### config.mk
export PLATFORM = sky130hd
export DESIGN_NAME = led_chaser
export DESIGN_NICKNAME = d
export VERILOG_FILES = /design/src/rtl/led_pkg.sv /design/src/rtl/led_prescaler.sv /design/src/rtl/led_chaser.sv
export SDC_FILE = /design/constraint.sdc
export NUM_CORES = 1
export LEC_CHECK = 0
export CORE_MARGIN = 1.5
export CORE_UTILIZATION = 35
export CTS_CLUSTER_SIZE = 14
export DETAILED_ROUTE_END_ITERATION = 10
export PLACE_DENSITY = 0.61
export SYNTH_ARGS = -nofsm -noshare
export SYNTH_HDL_FRONTEND = slang
export SYNTH_SLANG_ARGS = --single-unit
### constraint.sdc
create_clock -name sys_clk -period 2.86 [get_ports sys_clk]
set_input_delay 0.572 -clock sys_clk [delete_from_list [all_inputs] [get_ports sys_clk]]
set_output_delay 0.572 -clock sys_clk [all_outputs]
set_load 0.01 [all_outputs]
### src/rtl/led_pkg.sv
// Shared definitions for the LED chaser: mode encodings, bounce direction
// and the pattern mask helper.
package led_pkg;

  localparam int unsigned MAX_LEDS = 64;

  localparam logic [1:0] MODE_ROT_L  = 2'd0;
  localparam logic [1:0] MODE_ROT_R  = 2'd1;
  localparam logic [1:0] MODE_BOUNCE = 2'd2;
  localparam logic [1:0] MODE_BAR    = 2'd3;

  typedef enum logic {
    DIR_UP   = 1'b0,
    DIR_DOWN = 1'b1
  } dir_e;

  // Active-high mask: BAR lights 0..pos, every other mode lights only pos.
  function automatic logic [MAX_LEDS-1:0] pattern(input logic [1:0]  mode,
                                                  input int unsigned pos,
                                                  input int unsigned n);
    logic [MAX_LEDS-1:0] mask;
    mask = '0;
    for (int unsigned i = 0; i < MAX_LEDS; i++) begin
      if (i < n) mask[i] = (mode == MODE_BAR) ? (i <= pos) : (i == pos);
    end
    return mask;
  endfunction

endpackage

### src/rtl/led_prescaler.sv
// Step-period prescaler: counts sys_clk cycles up to (TICK_CYCLES >> speed) - 1
// and flags the terminal count combinationally.
module led_prescaler #(
  parameter int unsigned TICK_CYCLES = 13_500_000
) (
  input  logic       sys_clk,
  input  logic       sys_rst,
  input  logic [1:0] speed,
  input  logic       pause,
  input  logic       clear,
  output logic       tick_c
);

  localparam int unsigned CW = $clog2(TICK_CYCLES + 1);
  localparam logic [31:0] TC = 32'(TICK_CYCLES);

  logic [CW-1:0] cnt;
  logic [CW-1:0] term_c;

  if (TICK_CYCLES < 8) begin : g_bad_tick
    $error("led_prescaler: TICK_CYCLES must be >= 8");
  end

  // >= rather than == so a speed-up past the current count fires at once.
  assign term_c = CW'((TC >> speed) - 32'd1);
  assign tick_c = (cnt >= term_c);

  always_ff @(posedge sys_clk) begin
    if (sys_rst) begin
      cnt <= '0;
    end else if (clear) begin
      cnt <= '0;
    end else if (!pause) begin
      cnt <= tick_c ? '0 : cnt + CW'(1);
    end
  end

endmodule

### src/rtl/led_chaser.sv
// Parametrised LED pattern engine: rotate left/right, bounce and bar patterns
// on an active-low LED bank, with pause, single-step and a step strobe.
module led_chaser
  import led_pkg::*;
#(
  parameter int unsigned N_LEDS      = 6,
  parameter int unsigned TICK_CYCLES = 13_500_000
) (
  input  logic              sys_clk,
  input  logic              sys_rst,
  input  logic [1:0]        mode,
  input  logic [1:0]        speed,
  input  logic              pause,
  input  logic              step,
  output logic [N_LEDS-1:0] led,
  output logic              step_o
);

  localparam int unsigned PW = $clog2(N_LEDS);
  localparam logic [PW-1:0] LAST = PW'(N_LEDS - 1);

  if (N_LEDS < 2 || N_LEDS > MAX_LEDS) begin : g_bad_n
    $error("led_chaser: N_LEDS must be in 2..64");
  end

  logic [PW-1:0]       pos, pos_n;
  dir_e                dir, dir_n;
  logic [1:0]          mode_q, mode_n, pat_mode;
  logic [N_LEDS-1:0]   led_n;
  logic                step_n;
  logic                tick_c, mode_chg_c, advance_c;
  logic [MAX_LEDS-1:0] mask_c;

  assign mode_chg_c = (mode != mode_q);
  assign advance_c  = (tick_c & ~pause) | step;

  led_prescaler #(
    .TICK_CYCLES(TICK_CYCLES)
  ) u_prescaler (
    .sys_clk(sys_clk),
    .sys_rst(sys_rst),
    .speed  (speed),
    .pause  (pause),
    .clear  (mode_chg_c),
    .tick_c (tick_c)
  );

  always_ff @(posedge sys_clk) begin
    if (sys_rst) begin
      pos    <= '0;
      dir    <= DIR_UP;
      mode_q <= MODE_ROT_L;
      led    <= ~N_LEDS'(1);
      step_o <= 1'b0;
    end else begin
      pos    <= pos_n;
      dir    <= dir_n;
      mode_q <= mode_n;
      led    <= led_n;
      step_o <= step_n;
    end
  end

  // Mode change wins over advance; led always reflects the next position.
  always_comb begin
    pos_n    = pos;
    dir_n    = dir;
    mode_n   = mode_q;
    led_n    = led;
    step_n   = 1'b0;
    pat_mode = mode_q;

    if (mode_chg_c) begin
      mode_n   = mode;
      pos_n    = '0;
      dir_n    = DIR_UP;
      pat_mode = mode;
    end else if (advance_c) begin
      step_n = 1'b1;
      case (mode_q)
        MODE_ROT_R: pos_n = (pos == '0) ? LAST : pos - PW'(1);
        MODE_BOUNCE: begin
          if (dir == DIR_UP) begin
            if (pos == LAST) begin
              dir_n = DIR_DOWN;
              pos_n = pos - PW'(1);
            end else begin
              pos_n = pos + PW'(1);
            end
          end else begin
            if (pos == '0) begin
              dir_n = DIR_UP;
              pos_n = PW'(1);
            end else begin
              pos_n = pos - PW'(1);
            end
          end
        end
        default: pos_n = (pos == LAST) ? '0 : pos + PW'(1);
      endcase
    end

    mask_c = pattern(pat_mode, 32'(pos_n), N_LEDS);
    if (mode_chg_c || advance_c) led_n = ~mask_c[N_LEDS-1:0];
  end

endmodule

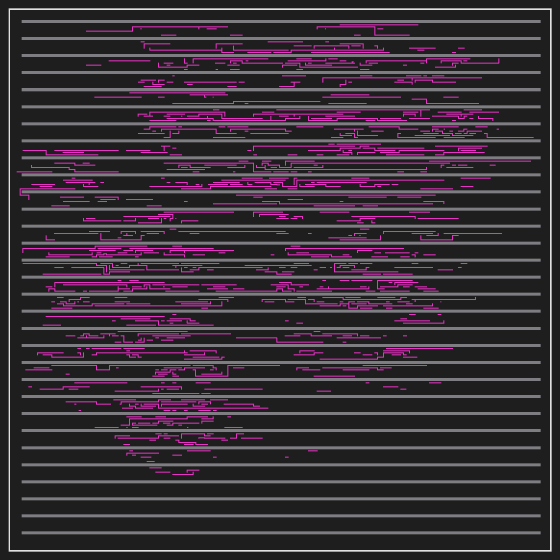
(images/m1.png)
Supply wires on this layer in grey.
- main direction: horizontal
- share of all routed wire: 50%
- wire length on this layer: 2,790 um

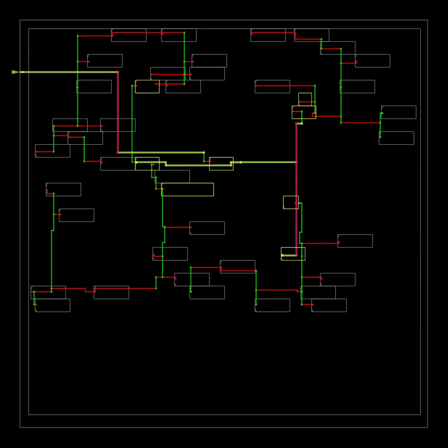
(images/clock_nets.png)
clock latency at the later pin of the worst-skew pair: 0.30 ns
Clock net power: 0.466 mW

==> results.toml <==
# flow metrics
[job]
max_cap_violations = 0
warnings = 37

[worst_setup_path]
path_max_fanout = 4

[clocking]
cts_buffers = 5

[global_route]
globalRouteTotalUtil = 0.160
grt_max_degree = 18
grt_pass1_wl_um = 9520

[floorplan]
core_area_sq_um = 6760
die_h_um = 86.2
io_pins = 15

[synth]
ys_area_sq_um = 2420
synth.top_cell.area_share = 0.306
synth.distinct_cells = 46
synthTopCellsByCount = "42 x nor2_1, 37 x dfxtp_1, 32 x ha_1"

[sta]
rsz0062_at_grt = "yes"

[detailed_routing]
first_pass_iters = 4
drtIter0Drc = 106

[layout]
layout.nets = 369
stdcell_area_sq_um = 3050
fin_util = 0.451
diodes = 0

[outcome]
outcome = "completed"

[placement]
dp_cells = 400

[power]
vdd_ir_drop_max_mv = 0.191
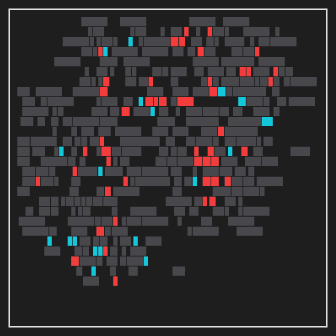
(images/gates.png)
- nand cells: red (cells 46; most used nand2_1)
- inv cells: cyan (cells 19; most used inv_1)

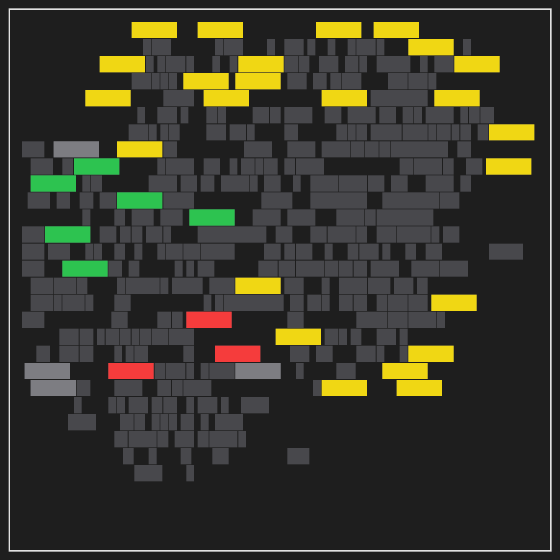
(images/ff_map.png)
Other sequential cells in the stronger grey, the rest of the logic in the fainter grey.
- pos: red (flops 3)
- u_prescaler.cnt: yellow (flops 24; where all over the die)
- led: green (flops 6)
- not coloured: 4

## area by class of cell
type | instances | area, sq um | area share
clock buffer | 5 | 68.8 | 0.0226
clock inverter | 3 | 46.3 | 0.0152
inverter | 19 | 81.3 | 0.0267
multi-input combinational | 227 | 1670 | 0.546
sequential | 37 | 741 | 0.243
tap | 80 | 100 | 0.0328
timing repair buffer | 39 | 345 | 0.113
## metal layers
metal / global-route usage / wire length, um
met1: 0.220 / 2790
met3: 0.0308 / 196
met5: 0 / 0
met2: 0.251 / 2450
met4: 0.0499 / 97
## timing repair
item                       in CTS  in global routing
resized                        17                 16
setup endpoints to repair      34                  3
buffers inserted                0                  2
pin swaps                      11                  8
## worst max path at each step
| stage | start | depth (start not counted) | slack [ns] | endpoint |
|---|---|---|---|---|
| 2_1_floorplan | speed[1] | 11 | -0.17 | led[3] |
| 3_3_place_gp | speed[1] | 12 | -0.69 | led[3] |
| 3_5_place_dp | speed[0] | 13 | -0.74 | led[3] |
| 4_1_cts | speed[1] | 12 | 0.04 | led[3] |
| 5_1_grt | speed[1] | 13 | -0.07 | led[3] |
| 6_report | speed[1] | 12 | 0.06 | led[3] |
## power by group
| group | internal (mW) | switching [mW] | leakage [nW] |
|---|---|---|---|
| clock | 0.261 | 0.205 | 0.0543 |
| sequential | 0.520 | 0.00504 | 0.299 |
| combinational | 0.0841 | 0.0903 | 0.826 |
## logic make-up (layout without fill, tap and decap cells)
group / Yosys count / after routing / share of synthesized area
xor gates and xnor gates: 25 / 25 / 0.0905
AOI/OAI and AO/OA: 46 / 46 / 0.133
adders and majority gates: 32 / 32 / 0.165
DFF: 37 / 37 / 0.306
buffers and inverters: 25 / 66 / 0.0408
and+or+nand+nor: 120 / 120 / 0.247
muxes: 3 / 3 / 0.0150
other: 1 / 1 / 0.00155
## flip-flops by register name (all words and copies together) (netlist names)
name / flops
pos: 3
led: 6
mode_q: 2
u_prescaler.cnt: 24
step_o: 1
dir: 1
## critical path, delay by kind of cell
kind	cells	cell delay (ns)
compound gates	4	1.01
buf+inv	3	0.15
fa+ha+maj	2	0.60
mux	1	0.33
simple gates	2	0.33
## metrics by stage
step	TNS (ns)	total power, mW
finish	0	1.17
global route	-0.150	1.22
CTS	0	1.16
detailed placement	-15.49	0.695
global placement	-14.67	0.694
floorplan	-0.173	0.629
## cell usage in the layout (no fill, tap or decap), types with 3 or more instances in the layout
master            n
buf_4            23
inv_1            16
dfxtp_1          37
nand4_1          10
clkdlybuf4s50_1  12
ha_1             26
nor4_2            3
clkbuf_8          5
nand3_1          10
nand2_1          21
or3_1             4
nor2b_1           3
ha_4              5
nor2_1           42
xor2_1           15
nor3_1            7
xnor2_1          10
nand2b_1          3
o21ai_0          14
a21oi_1          12
and3_1            7
and2_1            3
Power figures rest on the tool's default switching activity, not on a simulated workload.
